$ cat src/rtl/xdma_write_sched.sv
// xdma_write_sched: round-robin write-descriptor scheduler for the xDMA
// write meta manager. Descriptors from NumReq requesters are queued in a
// small FIFO and issued one at a time as registered meta plus a start pulse;
// each manager done pulse yields a completion back to the originating source.
// Optional build macro: XDMA_SCHED_STATS_EN enables the completion counter
// behind done_count_o (tied to zero otherwise).
module xdma_write_sched #(
    parameter int NumReq     = 2,
    parameter int IdWidth    = 8,
    parameter int LenWidth   = 16,
    parameter int QueueDepth = 4,
    localparam int SrcWidth  = (NumReq > 1) ? $clog2(NumReq) : 1
) (
    input  logic                         clk_i,
    input  logic                         rst_ni,
    input  logic [NumReq-1:0]            req_valid_i,
    output logic [NumReq-1:0]            req_ready_o,
    input  logic [NumReq*IdWidth-1:0]    req_id_i,
    input  logic [NumReq*LenWidth-1:0]   req_len_i,
    output logic [IdWidth-1:0]           meta_id_o,
    output logic [LenWidth-1:0]          meta_len_o,
    output logic                         start_o,
    input  logic                         done_i,
    output logic                         cpl_valid_o,
    output logic [SrcWidth-1:0]          cpl_src_o,
    output logic [IdWidth-1:0]           cpl_id_o,
    output logic [31:0]                  done_count_o
);

    localparam int AddrWidth = $clog2(QueueDepth);
    localparam int PtrWidth  = AddrWidth + 1;

    localparam logic [2:0] IDLE  = 3'd0;
    localparam logic [2:0] START = 3'd1;
    localparam logic [2:0] BUSY  = 3'd2;
    localparam logic [2:0] GAP   = 3'd3;
    localparam logic [2:0] DONE  = 3'd4;

    typedef struct packed {
        logic [SrcWidth-1:0] src;
        logic [IdWidth-1:0]  id;
        logic [LenWidth-1:0] len;
    } desc_t;

    logic [SrcWidth-1:0]  rr_q, rr_d;
    logic [NumReq-1:0]    grant;
    logic                 grant_any;
    desc_t                grant_desc;

    desc_t                mem_q [QueueDepth];
    desc_t                mem_d [QueueDepth];
    logic [PtrWidth-1:0]  wr_ptr_q, wr_ptr_d, rd_ptr_q, rd_ptr_d;
    logic                 fifo_full, fifo_empty, push, pop;
    desc_t                head;

    logic [2:0]           state_q, state_d;
    logic [IdWidth-1:0]   meta_id_q, meta_id_d;
    logic [LenWidth-1:0]  meta_len_q, meta_len_d;
    logic [SrcWidth-1:0]  src_q, src_d;

    // Round-robin pick: first valid at or above rr_q, else first valid below.
    always_comb begin
        // NOTE: every comb output gets a default first so no path can infer a latch.
        grant      = '0;
        grant_any  = 1'b0;
        grant_desc = '0;
        for (int i = 0; i < NumReq; i++) begin
            if (!grant_any && req_valid_i[i] && (i >= int'(rr_q))) begin
                grant_any       = 1'b1;
                grant[i]        = 1'b1;
                grant_desc.src  = SrcWidth'(i);
                grant_desc.id   = req_id_i[i*IdWidth +: IdWidth];
                grant_desc.len  = req_len_i[i*LenWidth +: LenWidth];
            end
        end
        for (int i = 0; i < NumReq; i++) begin
            if (!grant_any && req_valid_i[i]) begin
                grant_any       = 1'b1;
                grant[i]        = 1'b1;
                grant_desc.src  = SrcWidth'(i);
                grant_desc.id   = req_id_i[i*IdWidth +: IdWidth];
                grant_desc.len  = req_len_i[i*LenWidth +: LenWidth];
            end
        end
    end

    assign fifo_empty  = (wr_ptr_q == rd_ptr_q);
    assign fifo_full   = (wr_ptr_q[AddrWidth] != rd_ptr_q[AddrWidth]) &&
                         (wr_ptr_q[AddrWidth-1:0] == rd_ptr_q[AddrWidth-1:0]);
    assign req_ready_o = grant & {NumReq{!fifo_full}};
    assign push        = grant_any && !fifo_full;
    assign pop         = (state_q == IDLE) && !fifo_empty;
    assign head        = mem_q[rd_ptr_q[AddrWidth-1:0]];

    // Next-state for arbiter pointer and FIFO storage/pointers.
    always_comb begin
        rr_d     = rr_q;
        wr_ptr_d = wr_ptr_q;
        rd_ptr_d = rd_ptr_q;
        mem_d    = mem_q;
        if (push) begin
            rr_d = (int'(grant_desc.src) == NumReq - 1) ? '0
                                                        : grant_desc.src + SrcWidth'(1);
            mem_d[wr_ptr_q[AddrWidth-1:0]] = grant_desc;
            wr_ptr_d = wr_ptr_q + PtrWidth'(1);
        end
        if (pop) begin
            rd_ptr_d = rd_ptr_q + PtrWidth'(1);
        end
    end

    // Issue FSM: pop in IDLE, pulse start, wait for done, one-cycle completion.
    always_comb begin
        state_d    = state_q;
        meta_id_d  = meta_id_q;
        meta_len_d = meta_len_q;
        src_d      = src_q;
        case (state_q)
            IDLE: begin
                if (pop) begin
                    meta_id_d  = head.id;
                    meta_len_d = head.len;
                    src_d      = head.src;
                    // A zero-length transfer would never finish in the manager.
                    state_d    = (head.len == '0) ? DONE : START;
                end
            end
            START:     state_d = BUSY;
            BUSY:      if (done_i) state_d = GAP;
            GAP, DONE: state_d = IDLE;
            default:   state_d = IDLE;
        endcase
    end

    // Control and meta registers.
    always_ff @(posedge clk_i or negedge rst_ni) begin
        // NOTE: sequential state uses non-blocking assignments so all flops update together.
        if (!rst_ni) begin
            rr_q       <= '0;
            wr_ptr_q   <= '0;
            rd_ptr_q   <= '0;
            state_q    <= IDLE;
            meta_id_q  <= '0;
            meta_len_q <= '0;
            src_q      <= '0;
        end else begin
            rr_q       <= rr_d;
            wr_ptr_q   <= wr_ptr_d;
            rd_ptr_q   <= rd_ptr_d;
            state_q    <= state_d;
            meta_id_q  <= meta_id_d;
            meta_len_q <= meta_len_d;
            src_q      <= src_d;
        end
    end

    // Descriptor storage.
    // NOTE: no reset on the storage array; entries are only read when the pointers mark them valid.
    always_ff @(posedge clk_i) begin
        mem_q <= mem_d;
    end

    assign start_o     = (state_q == START);
    assign cpl_valid_o = (state_q == GAP) || (state_q == DONE);
    assign cpl_src_o   = src_q;
    assign cpl_id_o    = meta_id_q;
    assign meta_id_o   = meta_id_q;
    assign meta_len_o  = meta_len_q;

`ifdef XDMA_SCHED_STATS_EN
    logic [31:0] done_count_q, done_count_d;

    // Completion counter, wraps naturally at 2^32.
    always_comb begin
        done_count_d = done_count_q + {31'd0, cpl_valid_o};
    end

    // Counter register.
    always_ff @(posedge clk_i or negedge rst_ni) begin
        if (!rst_ni) begin
            done_count_q <= '0;
        end else begin
            done_count_q <= done_count_d;
        end
    end

    assign done_count_o = done_count_q;
`else
    assign done_count_o = '0;
`endif

endmodule

$ cat config.mk
export PLATFORM = sky130hd
export DESIGN_NAME = xdma_write_sched
export DESIGN_NICKNAME = d
export VERILOG_FILES = /design/src/rtl/xdma_write_sched.sv
export SDC_FILE = /design/constraint.sdc
export NUM_CORES = 1
export LEC_CHECK = 0
export ABC_AREA = 1
export CAP_MARGIN = 15
export CORE_UTILIZATION = 57
export CTS_BUF_LIST = sky130_fd_sc_hd__clkbuf_4
export DETAILED_ROUTE_END_ITERATION = 10
export PLACE_DENSITY = 0.92
export SYNTH_ARGS = -nofsm -noshare
export SYNTH_HDL_FRONTEND = slang
export SYNTH_SLANG_ARGS = --single-unit
$ cat constraint.sdc
create_clock -name clk_i -period 4.4 [get_ports clk_i]
set_input_delay 0.66 -clock clk_i [delete_from_list [all_inputs] [get_ports clk_i]]
set_output_delay 0.66 -clock clk_i [all_outputs]
set_load 0.01 [all_outputs]
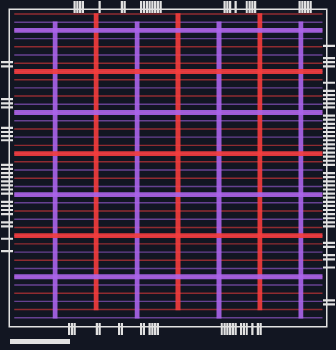
run_1/floorplan.png
Scale bar: 20 um. Pins as bars on the die edge.
legend:
  purple:
    net: VSS
  red:
    net: VDD
met4 straps: 7
rows: 37
met5 straps: 7
met1 rails: 38
core area: 10,280 sq um
Die X: 104.7 um

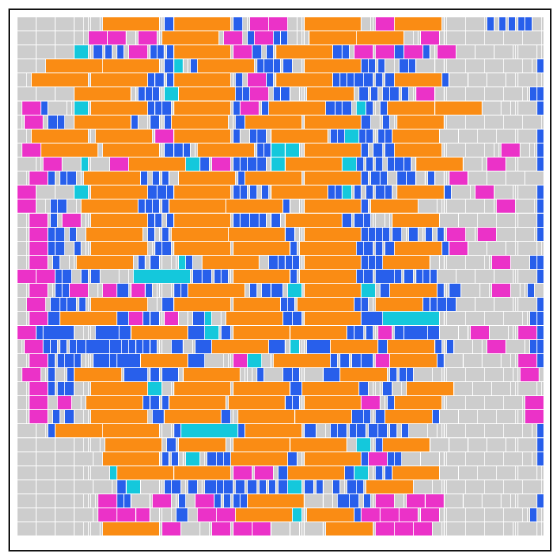
run_1/class_map.png
Fill, decap, tap and diode cells in grey.
legend:
  blue:
    class: remaining logic cells
    cells: 397
    share_of_their_area: 26%
  magenta:
    class: remaining buffers and delay cells
    cells: 98
    share_of_their_area: 14%
  cyan:
    class: clock drivers and dummy loads
    cells: 32
    share_of_their_area: 4.1%
  orange:
    class: registers
    cells: 135
    share_of_their_area: 56%
fin area: 7076 sq um
final core utilization: 68.85%
flop share of the area: 54.82%
Core Rows: 37

==> impl_metrics.env, run 1 <==
# source this file to load flow results
export IMPL_dieArea_sq_um=10960
export IMPL_hold_viol=0
export IMPL_critPathTopFamily="buffers and inverters"
export IMPL_antenna_found_initial=1
export IMPL_area_growth_pct=17.74
export IMPL_setup_tns_final_ns=0
export IMPL_layout_drive_gt1_share_pct=8.157
export IMPL_cts_reportedPaths_clkPinSlew_ns=0.10
export IMPL_cap_violations=0
export IMPL_grt_pass1_vias=3983
export IMPL_crit_path_end_kind="primary output"
export IMPL_hpwl_um=7691
export IMPL_synth_flops=135
export IMPL_synth_cells_yosys=567
export IMPL_dp_cells=766
export IMPL_fill_cells=688
export IMPL_cts_tree="yes"
export IMPL_grt_max_degree=53
export IMPL_max_clock_freq_mhz=322.9
export IMPL_hold_end="meta_len_o[15]"
export IMPL_nNetsFinal=707
export IMPL_crit_buf_inv=4
export IMPL_reg2reg_setup_slack_ns=1.94
export IMPL_cpMaxStageDelayCell="clkdlybuf4s50_1"
export IMPL_drtIter0Drc=371
export IMPL_numPortBuffers=89
export IMPL_cpPeakStageDelay_ns=0.47
export IMPL_layout_top_cell="nand2_1"
export IMPL_seq_area_sq_um=3879
export IMPL_ys_top_cells_by_area="edfxtp_1 (50%), dfrtp_1 (15%), nand2_1 (9.5%)"
export IMPL_seqPwrFrac_pct=42.1
export IMPL_grt_ovfl_total=0
export IMPL_comb_power_share_pct=42.2
export IMPL_post_drt_wl_per_cell_um=15.54
export IMPL_adder_share_pct=1.041
export IMPL_critPathLaunch="rd_ptr_q[1]"
export IMPL_clk_path_buf_depth=2
export IMPL_drt_pass1_iterations=5
export IMPL_ys_sh_mux_pct=0
export IMPL_setup_ws_ns=1.303
export IMPL_simple_gate_share_pct=16.09
export IMPL_power_leakage_nw=2.927
export IMPL_vias=4206
export IMPL_fin_crit_ns=3.097
export IMPL_warnings=29
export IMPL_grtUsageTotal_pct=23.86
export IMPL_pre_cts_ws_ns=1.355
export IMPL_crit_chain="buf_4, xor2_1, nor2_2, nand2_2, o21ai_4, inv_2, nand2_1, inv_1, clkdlybuf4s50_1"
export IMPL_finalPower_mw=5.091
export IMPL_ys_seq_share_pct=64.54
export IMPL_hp_start="meta_len_o[15]"
export IMPL_worstPathRequired_ns=3.74
export IMPL_max_slew_worst_pin_slew_ns=0.9259
export IMPL_peakVddDrop_mv=0.4648
export IMPL_cts_buffers=17
export IMPL_status="complete, no violations"
export IMPL_p_sw_share_pct=38.74
export IMPL_yosysWarnings=0
export IMPL_place_congestion=0.7425
export IMPL_drc_errors=0
export IMPL_top_cell_area_share_pct=49.97
export IMPL_p_per_area_nw_per_um2=719.5
export IMPL_ant_nets=0
export IMPL_r2r_cells=10
export IMPL_h_tree_depth=4
export IMPL_io_pins=122
export IMPL_fp_util_pct=58.47
export IMPL_worstHoldPathCells=2
export IMPL_top_logic_kind="simple AND/OR/NAND/NOR gates"
export IMPL_critPathLaunchType="flop"
export IMPL_cts_resized=0
export IMPL_xor_share_pct=1.020
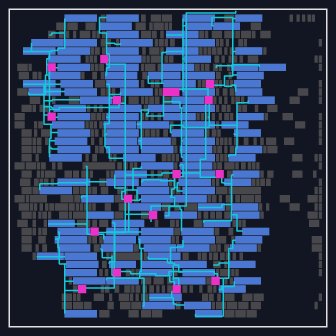
run_1/clock_wires.png
legend:
  blue:
    item: flip-flops
    count: 135
  magenta:
    item: clock-net drivers
    count: 17
  cyan:
    item: clock wires
    length: 1,310 um
routed clock nets: 18
Clock power frac: 15.7%
clock group power: 0.800 mW
later-pin clock latency in the skew report: 0.52 ns
Final Skew: 0.01330 ns

[run 1: synth_stat cells]
| cell | count |
|---|---|
| nand2_1 | 152 |
| edfxtp_1 | 100 |
| buf_4 | 47 |
| o21ai_0 | 44 |
| nand3_1 | 43 |
| inv_1 | 40 |
| dfrtp_1 | 35 |
| nor2_1 | 31 |
| o21ai_1 | 18 |
| buf_2 | 12 |
| o22ai_1 | 9 |
| ha_1 | 5 |
| xor2_1 | 5 |
| buf_6 | 4 |
| clkbuf_1 | 3 |
| inv_2 | 3 |
| nor2_2 | 3 |
| a21oi_1 | 2 |
| nand2_2 | 2 |
| or2_2 | 2 |
| xnor2_1 | 2 |
| a22oi_2 | 1 |
| conb_1 | 1 |
| nand2_4 | 1 |
| nor3_2 | 1 |
| o21ai_4 | 1 |
[run 1: sequential cells by signal (all words and copies together), names as in the netlist]
name / count
mem_q: 100
meta_len_o: 16
cpl_id_o: 8
rd_ptr_q: 3
state_q: 3
wr_ptr_q: 3
cpl_src_o: 1
rr_q: 1
[run 1: power by group through the flow]
stage | clock network [mW] | logic (mW) | registers, mW
finish | 0.800 | 2.15 | 2.14
global route | 0.865 | 2.37 | 2.19
CTS | 0.807 | 2.13 | 2.14
detailed placement | 0 | 2.10 | 2.17
global placement | 0 | 2.01 | 2.13
floorplan | 0 | 1.42 | 2.18
[run 1: per-layer routing]
metal  vias to the layer above  wire [um]  GRT usage [%]
met4                         0        258          11.57
met1                      1926       4758          30.13
met5                         -          0              0
li1                       1981          -              -
met2                       272       6229          38.51
met3                        27       1169          6.238
[run 1: layout make-up]
cell class / count / share of cell area (%)
sequential: 135 / 54.82
multi-input combinational: 354 / 22.95
timing repair buffer: 98 / 13.55
tap: 136 / 2.405
inverter: 43 / 2.281
clock buffer: 19 / 2.016
clock inverter: 13 / 1.945
antenna: 1 / 0.03537
run_1/clock_nets.png
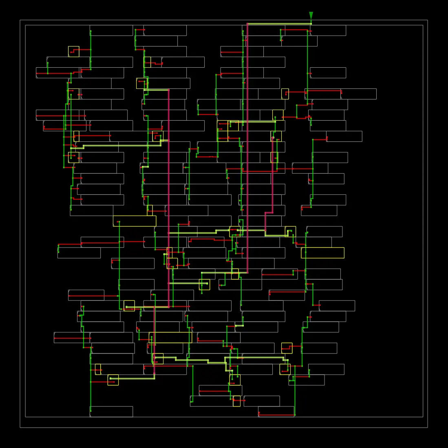

==> run 2: changes to the inputs <==
--- a/config.mk
+++ b/config.mk
@@ -7,10 +7,10 @@
 export LEC_CHECK = 0
 export ABC_AREA = 1
 export CAP_MARGIN = 15
-export CORE_UTILIZATION = 57
+export CORE_UTILIZATION = 48
 export CTS_BUF_LIST = sky130_fd_sc_hd__clkbuf_4
 export DETAILED_ROUTE_END_ITERATION = 10
-export PLACE_DENSITY = 0.92
+export PLACE_DENSITY = 0.83
 export SYNTH_ARGS = -nofsm -noshare
 export SYNTH_HDL_FRONTEND = slang
 export SYNTH_SLANG_ARGS = --single-unit
==> constraint.sdc (replaced) <==
create_clock -name clk_i -period 2.7 [get_ports clk_i]
set_input_delay 0.405 -clock clk_i [delete_from_list [all_inputs] [get_ports clk_i]]
set_output_delay 0.405 -clock clk_i [all_outputs]
set_load 0.01 [all_outputs]
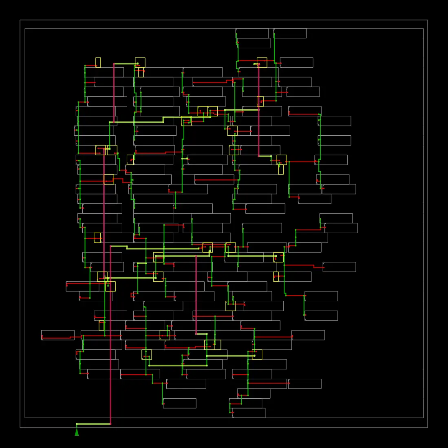
run_2/clock_nets.png
clock group power: 1.03 mW
flop count: 135

==> impl_metrics.env, run 2 <==
# source this file to load flow results
export IMPL_ys_seq_share_pct=64.54
export IMPL_synthTopCellsByCount="nand2_1 (152), edfxtp_1 (100), buf_4 (47), o21ai_0 (44), nand3_1 (43)"
export IMPL_critPathLaunchType="flop"
export IMPL_setup_ws_ns=0.3264
export IMPL_yosys_area_sq_um=6010
export IMPL_place_congestion=0.7517
export IMPL_top_cell_area_share_pct=49.97
export IMPL_insertion_delay_ns=0.52
export IMPL_avgViaCountPerCell=5.001
export IMPL_io_pins=122
export IMPL_grt_pass1_vias=4123
export IMPL_hold_path_class="input port to async pin"
export IMPL_area_growth_pct=18.43
export IMPL_p_per_area_nw_per_um2=1142
export IMPL_max_clock_freq_mhz=421.3
export IMPL_warnings=29
export IMPL_antenna_found_initial=0
export IMPL_top_register="mem_q"
export IMPL_clk_path_buf_depth=2
export IMPL_largest_reg_flops=100
export IMPL_drtIter0Drc=266
export IMPL_yosysWarnings=0
export IMPL_cts_reportedPaths_clkPinSlew_ns=0.10
export IMPL_layout_top_cell="nand2_1"
export IMPL_synth_edff_count=100
export IMPL_async_reset_ff_share_pct=25.93
export IMPL_nNetsFinal=716
export IMPL_rows=40
export IMPL_cap_violations=0
export IMPL_fin_crit_ns=2.374
export IMPL_ys_top_cells_by_area="edfxtp_1 (50%), dfrtp_1 (15%), nand2_1 (9.5%)"
export IMPL_hold_ws_ns=-0.005925
export IMPL_cts_buffers=17
export IMPL_place_area_sq_um=6865
export IMPL_synth_cells_yosys=567
export IMPL_top_cell="nand2_1"
export IMPL_r2r_start="rd_ptr_q[1]"
export IMPL_power_leakage_nw=2.962
export IMPL_vias=4196
export IMPL_drc_errors=0
export IMPL_crit_path_end_kind="primary output"
export IMPL_finalPower_mw=8.128
export IMPL_numPortBuffers=89
export IMPL_ant_nets=0
export IMPL_hold_viol=11
export IMPL_max_slew_worst_pin_slew_ns=0.8790
export IMPL_violations="negative hold slack"
export IMPL_grt_pass1_wl_um=19130
export IMPL_grt_max_degree=46
export IMPL_post_drt_wl_per_cell_um=14.40
export IMPL_diodes=0
export IMPL_ff_type="edfxtp_1"
export IMPL_layout_drive_gt1_share_pct=9.538
export IMPL_critPathLaunch="rd_ptr_q[2]"
export IMPL_utilization_pct=58.76
export IMPL_worstPathRequired_ns=2.30
export IMPL_top_area_cell="edfxtp_1"
export IMPL_slew_violations=0
export IMPL_grtUsageTotal_pct=19.90
export IMPL_synth_flops=135
export IMPL_pre_cts_ws_ns=0.4185
export IMPL_setup_violations=0
export IMPL_grt_ovfl_total=0
export IMPL_fin_crit_sh_pct=87.91
export IMPL_die_x_um=113.9
export IMPL_h_tree_depth=4
export IMPL_cts_resized=1
export IMPL_drt_pass1_iterations=5
export IMPL_dieArea_sq_um=12970
export IMPL_cts_tree="yes"
export IMPL_hpwl_um=8062
export IMPL_dp_cells=803
export IMPL_fin_area_sq_um=7117
export IMPL_setup_tns_final_ns=0
export IMPL_fp_util_pct=49.62
export IMPL_coreArea_sq_um=12110
export IMPL_peakVddDrop_mv=1.092
export IMPL_status="finished with violations"
export IMPL_synth_cell_area_sq_um=6010
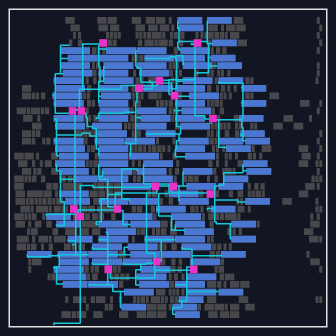
run_2/clock_wires.png
legend:
  magenta:
    item: clock-net drivers
    count: 17
  blue:
    item: flip-flops
    count: 135
  cyan:
    item: clock wires
    length: 1,280 um
routed clock nets: 18
Final Skew: 0.01602 ns
Clock power frac: 12.7%

[run 2: cell types whose count changed in the layout (fill, tap and decap cells not counted), sizes merged, moves of 2 or more]
| cell | delta |
|---|---|
| clkdlybuf4s50 | -2 |
| clkbuf | +5 |
| buf | +9 |
| bufinv | -3 |
[run 2: final timing paths]
path	end	slack, ns	cells past startpoint
setup / recovery	req_ready_o[1]	0.33	6
hold reg to reg	meta_len_o[4]	0.50	2
setup reg to reg	state_q[0]	0.70	9
max in group asynchronous	meta_len_o[5]	2.15	1
min in group clk_i	meta_len_o[4]	0.50	2
hold / removal	cpl_id_o[5]	-0.006	1
[run 2: cell families after synthesis]
kind of cell             Yosys count  synth area share (%)
AND-OR/OR-AND                     75                 6.746
XOR/XNOR                           7                 1.020
adder cells (fa/ha/maj)            5                 1.041
buffers and inverters            109                 10.49
flip-flops                       135                 64.54
other                              1               0.06240
AND/OR/NAND/NOR                  235                 16.09
[run 2: final cells by class]
type / count / area, sq um
clock buffer: 23 / 172.7
clock inverter: 9 / 38.79
fill: 974 / 4995
inverter: 43 / 161.4
multi-input combinational: 354 / 1632
sequential: 135 / 3879
tap: 168 / 210.2
timing repair buffer: 107 / 1023
[run 2: routing by layer]
layer  GRT usage, %  part of all wire, %  vias to the layer above
li1               -                    -                     2001
met1          24.38                   40                     1956
met4          12.47                  3.3                        0
met3          4.570                  7.0                       33
met5              0                    0                        -
met2          32.15                   50                      206
[run 2: critical path, stage by stage, from the launching register on]
cell and delay [ns]:
dfrtp_1 0.42, xnor2_2 0.21, inv_1 0.08, nand2_2 0.11
nand2_1 0.06, inv_1 0.05, clkdlybuf4s50_1 0.52
[run 2: power breakdown]
group	internal [mW]	leakage, nW	switching [mW]
logic	1.34	1.47	2.27
clock network	0.404	0.129	0.629
registers	3.18	1.37	0.299
total	4.93	2.96	3.20
Power and IR drop assume default switching activity.
